$ cat src/rtl/boot_loader_if.sv
// Byte-stream input and RAM write port of the serial boot loader.
// The slave side belongs to boot_loader; the master side drives bytes and watches writes.
interface boot_loader_if #(
    parameter int RAMSIZE = 12
) ();
    logic [7:0]         rx_data;
    logic               rx_valid;
    logic [RAMSIZE-1:0] ram_address;
    logic [15:0]        ram_din;
    logic               ram_we;

    modport slave (
        input  rx_data,
        input  rx_valid,
        output ram_address,
        output ram_din,
        output ram_we
    );

    modport master (
        output rx_data,
        output rx_valid,
        input  ram_address,
        input  ram_din,
        input  ram_we
    );
endinterface

$ cat src/rtl/boot_loader.sv
// Serial boot loader: parses 0x55 | addr16 | count16 | count x data16 | csum8 from a byte
// stream, writes the words into RAM, then releases the CPU from reset.
module boot_loader #(
    parameter int RAMSIZE = 12,
    parameter int TIMEOUT = 400000
) (
    input  logic          clk,
    input  logic          reset_b,
    input  logic          boot_en,
    boot_loader_if.slave  bus,
    output logic          cpu_reset_b,
    output logic          busy,
    output logic          error
);

    localparam int IDLE_W = $clog2(TIMEOUT + 1);

    typedef enum logic [3:0] {
        SYNC, AHI, ALO, CHI, CLO, DHI, DLO, CSUM, RUN
    } state_t;

    state_t             state_q, state_d;
    logic               started_q, started_d;
    logic [7:0]         hi_q, hi_d;
    logic [RAMSIZE-1:0] addr_q, addr_d;
    logic [15:0]        count_q, count_d;
    logic [7:0]         csum_q, csum_d;
    logic [IDLE_W-1:0]  idle_q, idle_d;
    logic [RAMSIZE-1:0] ram_address_q, ram_address_d;
    logic [15:0]        ram_din_q, ram_din_d;
    logic               ram_we_q, ram_we_d;
    logic               cpu_reset_b_q, cpu_reset_b_d;
    logic               busy_q, busy_d;
    logic               error_q, error_d;

    logic [15:0]        word;
    logic               in_frame;
    logic               timed_out;

    assign word      = {hi_q, bus.rx_data};
    assign in_frame  = (state_q inside {AHI, ALO, CHI, CLO, DHI, DLO, CSUM});
    assign timed_out = in_frame && (idle_q == IDLE_W'(TIMEOUT));

    always_comb begin
        // NOTE: every next-state variable gets a default here so no path can infer a latch.
        state_d       = state_q;
        started_d     = 1'b1;
        hi_d          = hi_q;
        addr_d        = addr_q;
        count_d       = count_q;
        csum_d        = csum_q;
        ram_address_d = ram_address_q;
        ram_din_d     = ram_din_q;
        ram_we_d      = 1'b0;
        error_d       = error_q;

        // Saturating idle counter; any received byte restarts it.
        if (bus.rx_valid)
            idle_d = '0;
        else if (idle_q == IDLE_W'(TIMEOUT))
            idle_d = idle_q;
        else
            idle_d = idle_q + IDLE_W'(1);

        if (!started_q && !boot_en) begin
            state_d = RUN;
        end else if (timed_out) begin
            state_d = SYNC;
            error_d = 1'b1;
        end else if (bus.rx_valid) begin
            if (state_q inside {AHI, ALO, CHI, CLO, DHI, DLO})
                csum_d = csum_q + bus.rx_data;

            case (state_q)
                SYNC: begin
                    if (bus.rx_data == 8'h55) begin
                        state_d = AHI;
                        error_d = 1'b0;
                        csum_d  = '0;
                    end
                end
                AHI: begin
                    hi_d    = bus.rx_data;
                    state_d = ALO;
                end
                ALO: begin
                    addr_d  = word[RAMSIZE-1:0];
                    state_d = CHI;
                end
                CHI: begin
                    hi_d    = bus.rx_data;
                    state_d = CLO;
                end
                CLO: begin
                    count_d = word;
                    state_d = (word == 16'd0) ? CSUM : DHI;
                end
                DHI: begin
                    hi_d    = bus.rx_data;
                    state_d = DLO;
                end
                DLO: begin
                    ram_we_d      = 1'b1;
                    ram_din_d     = word;
                    ram_address_d = addr_q;
                    addr_d        = addr_q + RAMSIZE'(1);
                    count_d       = count_q - 16'd1;
                    state_d       = (count_q == 16'd1) ? CSUM : DHI;
                end
                CSUM: begin
                    if (bus.rx_data == csum_q) begin
                        state_d = RUN;
                    end else begin
                        state_d = SYNC;
                        error_d = 1'b1;
                    end
                end
                RUN:     state_d = RUN;
                default: state_d = SYNC;
            endcase
        end

        // Status outputs are registered from the next state so they align with it.
        cpu_reset_b_d = (state_d == RUN);
        busy_d        = (state_d inside {AHI, ALO, CHI, CLO, DHI, DLO, CSUM});
    end

    always_ff @(posedge clk or negedge reset_b) begin
        if (!reset_b) begin
            state_q       <= SYNC;
            started_q     <= 1'b0;
            hi_q          <= '0;
            addr_q        <= '0;
            count_q       <= '0;
            csum_q        <= '0;
            idle_q        <= '0;
            ram_address_q <= '0;
            ram_din_q     <= '0;
            ram_we_q      <= 1'b0;
            cpu_reset_b_q <= 1'b0;
            busy_q        <= 1'b0;
            error_q       <= 1'b0;
        end else begin
            // NOTE: non-blocking assignments so every flop samples pre-edge values.
            state_q       <= state_d;
            started_q     <= started_d;
            hi_q          <= hi_d;
            addr_q        <= addr_d;
            count_q       <= count_d;
            csum_q        <= csum_d;
            idle_q        <= idle_d;
            ram_address_q <= ram_address_d;
            ram_din_q     <= ram_din_d;
            ram_we_q      <= ram_we_d;
            cpu_reset_b_q <= cpu_reset_b_d;
            busy_q        <= busy_d;
            error_q       <= error_d;
        end
    end

    assign bus.ram_address = ram_address_q;
    assign bus.ram_din     = ram_din_q;
    assign bus.ram_we      = ram_we_q;
    assign cpu_reset_b     = cpu_reset_b_q;
    assign busy            = busy_q;
    assign error           = error_q;

endmodule
$ cat src/flat_wrapper.sv
// flat-port wrapper written by rule: the top's interface ports become plain ports
module boot_loader_flat 
#(
    parameter int RAMSIZE = 12,
    parameter int TIMEOUT = 400000
)
  (clk, reset_b, boot_en, cpu_reset_b, busy, error, bus_rx_data, bus_rx_valid, bus_ram_address, bus_ram_din, bus_ram_we);
  boot_loader_if #(.RAMSIZE(RAMSIZE)) bus_i ();
  input  logic clk;
  input  logic reset_b;
  input  logic boot_en;
  output logic cpu_reset_b;
  output logic busy;
  output logic error;
  input wire logic [$bits(bus_i.rx_data)-1:0] bus_rx_data;
  input wire logic [$bits(bus_i.rx_valid)-1:0] bus_rx_valid;
  output wire logic [$bits(bus_i.ram_address)-1:0] bus_ram_address;
  output wire logic [$bits(bus_i.ram_din)-1:0] bus_ram_din;
  output wire logic [$bits(bus_i.ram_we)-1:0] bus_ram_we;
  assign bus_i.rx_data = bus_rx_data;
  assign bus_i.rx_valid = bus_rx_valid;
  assign bus_ram_address = bus_i.ram_address;
  assign bus_ram_din = bus_i.ram_din;
  assign bus_ram_we = bus_i.ram_we;
  boot_loader #(.RAMSIZE(RAMSIZE), .TIMEOUT(TIMEOUT)) u_core (.clk(clk), .reset_b(reset_b), .boot_en(boot_en), .bus(bus_i), .cpu_reset_b(cpu_reset_b), .busy(busy), .error(error));
endmodule
$ cat config.mk
export PLATFORM = sky130hd
export DESIGN_NAME = boot_loader_flat
export DESIGN_NICKNAME = d
export VERILOG_FILES = /design/src/rtl/boot_loader_if.sv /design/src/rtl/boot_loader.sv /design/src/flat_wrapper.sv
export SDC_FILE = /design/constraint.sdc
export NUM_CORES = 1
export LEC_CHECK = 0
export CORE_MARGIN = 2
export CORE_UTILIZATION = 40
export DETAILED_ROUTE_END_ITERATION = 16
export GPL_ROUTABILITY_DRIVEN = 0
export GPL_TIMING_DRIVEN = 0
export SLEW_MARGIN = 20
export SYNTH_ARGS = -nofsm -noshare
export SYNTH_HDL_FRONTEND = slang
export SYNTH_SLANG_ARGS = --single-unit
$ cat constraint.sdc
create_clock -name clk -period 7.7 [get_ports clk]
set_input_delay 1.155 -clock clk [delete_from_list [all_inputs] [get_ports clk]]
set_output_delay 1.155 -clock clk [all_outputs]
set_load 0.02 [all_outputs]
==> images/metal_stack.png <==
Only two layers are drawn.
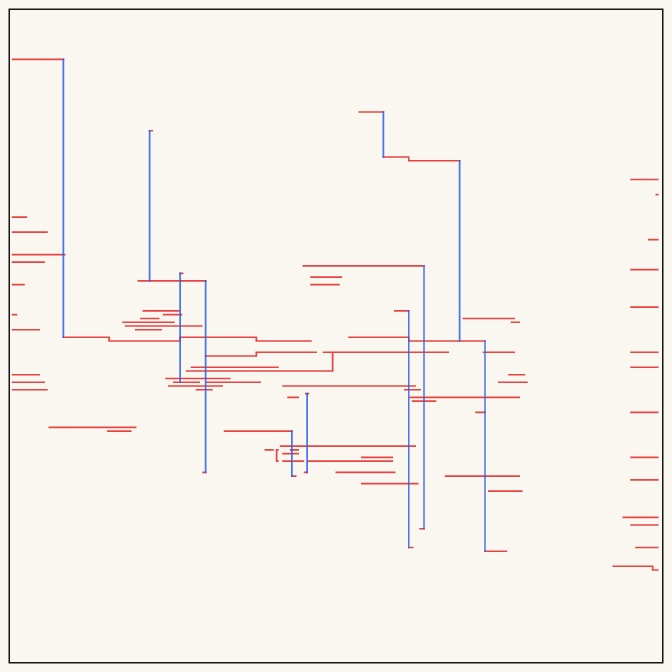
Blue is met4, wire length 324 um. Red is met3, wire length 641 um.
detailed-route wire length per cell: 16.5 um
GRT Total Usage: 19.0%
Routed WL: 12500 um

==> images/final_congestion.png <==
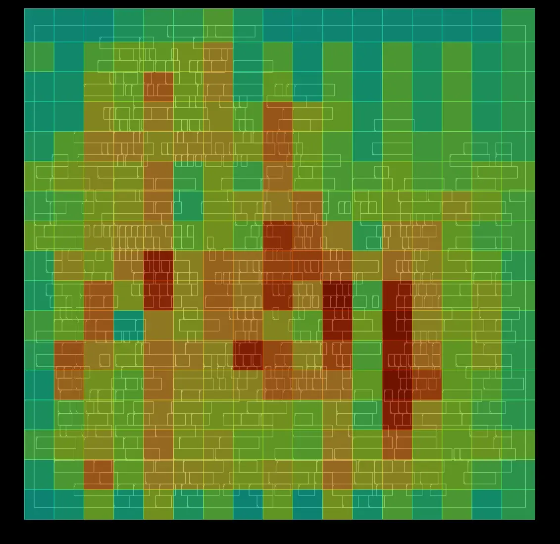
core occupancy in the finished layout: 49.0%
global-route met3 utilization: 3.34%
GR Layer Usage met1: 25.5%
Global Route met2 Usage: 30.1%
Most Crowded Layer GR: met2

==> images/pins.png <==
Pins as bars across the die edge, other pins in grey.
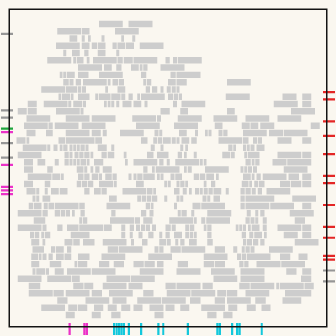
Green is cpu_reset_b, pins 1, direction output, edge left. Cyan is bus_ram_din, pins 16, direction output, edge bottom. Magenta is bus_rx_data, pins 8, direction input, edge 5 left, 3 bottom. Red is bus_ram_address, pins 12, direction output, edge right.
All pins by edge: 19 bottom, 14 right, 11 left.
die outline height: 118 um
buffers added on ports: 42
horizontal die dimension: 118 um

==> images/registers.png <==
Other sequential cells in the stronger grey, the rest of the logic in the fainter grey.
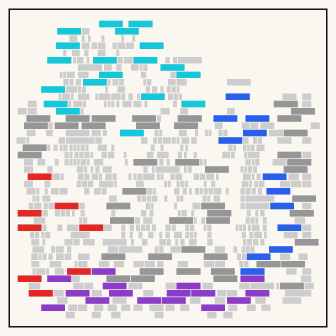
Purple is u_core.bus.ram_din, sequential cells 16. Blue is u_core.addr_q, sequential cells 12. Cyan is u_core.idle_q, sequential cells 19. Red is u_core.csum_q, sequential cells 8.
Another 45 sequential cells are not coloured.

==> images/met3.png <==
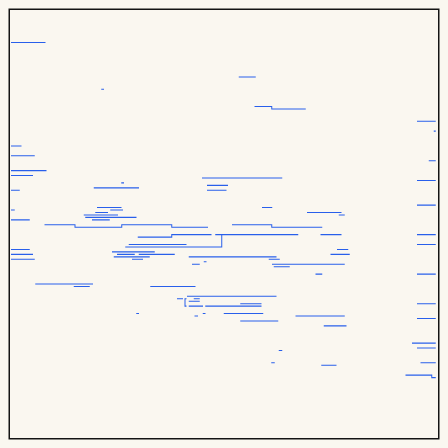
The longest straight run is 26.4 um. The wires run mostly horizontal. The layer carries 641 um of wire.
via count: 4197

==> results.txt <==
Notes on the flow outputs.

- For this design the ratio of total power to cell area is 259 nW/um2.
- The endpoint arrival time on the critical path reads 4000 ps.
- The max-capacitance violation count is 0.
- Summing all placed instances gives a cell area of about 6000 um2.
- The multiplexer share of the synthesized area reads 9.59%.
- Leaving out fill and tap cells, the most frequent cells in the layout are 100 x sky130_fd_sc_hd__dfrtp_1, 67 x sky130_fd_sc_hd__nor2_1, 41 x sky130_fd_sc_hd__clkdlybuf4s50_1, 39 x sky130_fd_sc_hd__a21oi_1, 36 x sky130_fd_sc_hd__o21ai_0.
- For reference, the post-synthesis area per instance comes to 9.94 um2.
- The run finished with clean final reports.
- The maximum clock frequency is 267 MHz.
- The post-route met1 wirelength is 5690 um.
- The area growth from synthesis to final layout is 19.2%.
- The via count of the first global-routing pass reads around 4300.
- After the last flow step, the layout net total stands at between 600 and 700.
- The wire length of the first global-routing pass is between 20000 and 25000 um.
- The standby leakage power is 2.80 nW.
- After detailed routing, no signal wire sits above met4.
- The number of hold violations in the final report reads 0.
- The unique cell type count in the Yosys netlist reads between 50 and 60.
- Along the worst hold path, the cell count comes to 1.
- The highest ir drop seen on vdd reads 0.000145 V.
- The vias per cell reads ~5.6.
- Once routing completed, OpenROAD measured the worst setup slack at 3950 ps.
- The top logic cell family in the synthesized netlist reads simple AND/OR/NAND/NOR gates.
- In this run the post-CTS setup repair buffer count came out at 0.
- The DRC violation total after the first TritonRoute iteration reads about 230.
- The synthesized netlist was found by Yosys to have between 500 and 600 cells.
- The design draws 1.61 mW.
- The terminating pin of the worst hold path is u_core.bus.ram_address[10].
- The multi-input gate area in the final layout reads 2540 um2.
- The largest individual stage delay along the critical path comes from the cell sky130_fd_sc_hd__nor4_1.
- The synthesized instance count is 524.
- The critical path start-end classification reads input port to flip-flop.
- Per STA, the worst path accumulates the most delay in the family simple AND/OR/NAND/NOR gates.
- The required time of the worst setup path reads 7950 ps.
- The area figure in the yosys stat output is ~5200 um2.
- At the later pin of the worst-skew pair, clock insertion delay measures 360 ps.
- The final timing report lists a max-slew violation count of 0.
- The number of cells after detailed placement is between 700 and 800.
- STA classifies the critical path startpoint as an input port.
- The combined buffer and inverter count along the critical path reads 1.
- The CTS tree reads done.
- The maximum level of the CTS H-tree is 3.
- The count of unresolved DRC violations after routing is 0.
- The die covers 13900 um2.
- The async set-or-reset flop fraction in the synthesized netlist reads 100%.
- Of the total synthesized cell area, the portion taken by AND, OR, NAND and NOR gates is about 18%.
- Wire segments on met3 add up to ~640 um in the final route.
- The worst reg2reg path endpoint reads u_core.bus.ram_address[1].
- Per the timing report, the most critical flop-to-flop path originates at u_core.idle_q[3].
- The worst hold slack after final layout is 504 ps.
- The final number of setup-violating endpoints reads 0.
- The floorplan net count is 549.
- The clock tree skew after final layout reads 8.14 ps.
==> sequential cells by signal (all words and copies together), names as in the netlist, 4 cells and up <==
name                    count
u_core.addr_q              12
u_core.hi_q                 8
u_core.idle_q              19
u_core.state_q              4
u_core.count_q             16
u_core.csum_q               8
u_core.bus.ram_address     12
u_core.bus.ram_din         16
==> synth_stat cells (all sizes together) (3+ instances only) <==
cell / count / area (um2)
a21oi: 39 / 195
dfrtp: 100 / 2500
xor2: 12 / 105
nor4bb: 3 / 30.0
o22a: 7 / 61.3
nand4: 6 / 37.5
a31oi: 7 / 43.8
nand2b: 4 / 25.0
mux2i: 6 / 60.1
or3: 9 / 56.3
a21o: 3 / 22.5
nor3: 18 / 90.1
a22oi: 4 / 30.0
inv: 11 / 41.3
ha: 12 / 150
a211o: 3 / 26.3
clkbuf: 14 / 52.6
and3: 6 / 37.5
nand3: 20 / 100
nor4: 7 / 43.8
mux2: 36 / 439
o22ai: 3 / 18.8
nor2: 67 / 251
and4: 3 / 26.3
o21ai: 36 / 180
nand2: 35 / 136
buf: 10 / 73.8
a2bb2oi: 3 / 26.3
xnor2: 9 / 78.8
and2: 4 / 27.5
==> cell families after synthesis <==
group	count (synthesis)
AND-OR/OR-AND	119
XOR/XNOR	21
adder cells (fa/ha/maj)	13
buffers and inverters	35
flip-flops	100
multiplexers	42
other	1
AND/OR/NAND/NOR	193
==> layout make-up <==
cell class                      instances  area share, %
Multi-Input combinational cell        389           41.0
Sequential cell                       100           40.3
Timing Repair Buffer                   43           7.24
Clock buffer                            9           3.63
Tap cell                              172           3.47
Buffer                                 24           2.04
Clock inverter                          7           1.69
Inverter                               11          0.665
==> power by group <==
part	internal (mW)	total, mW	switching [mW]
Sequential	0.621	0.727	0.106
Combinational	0.175	0.375	0.200
Clock	0.291	0.507	0.216
Power and IR drop assume default switching activity.
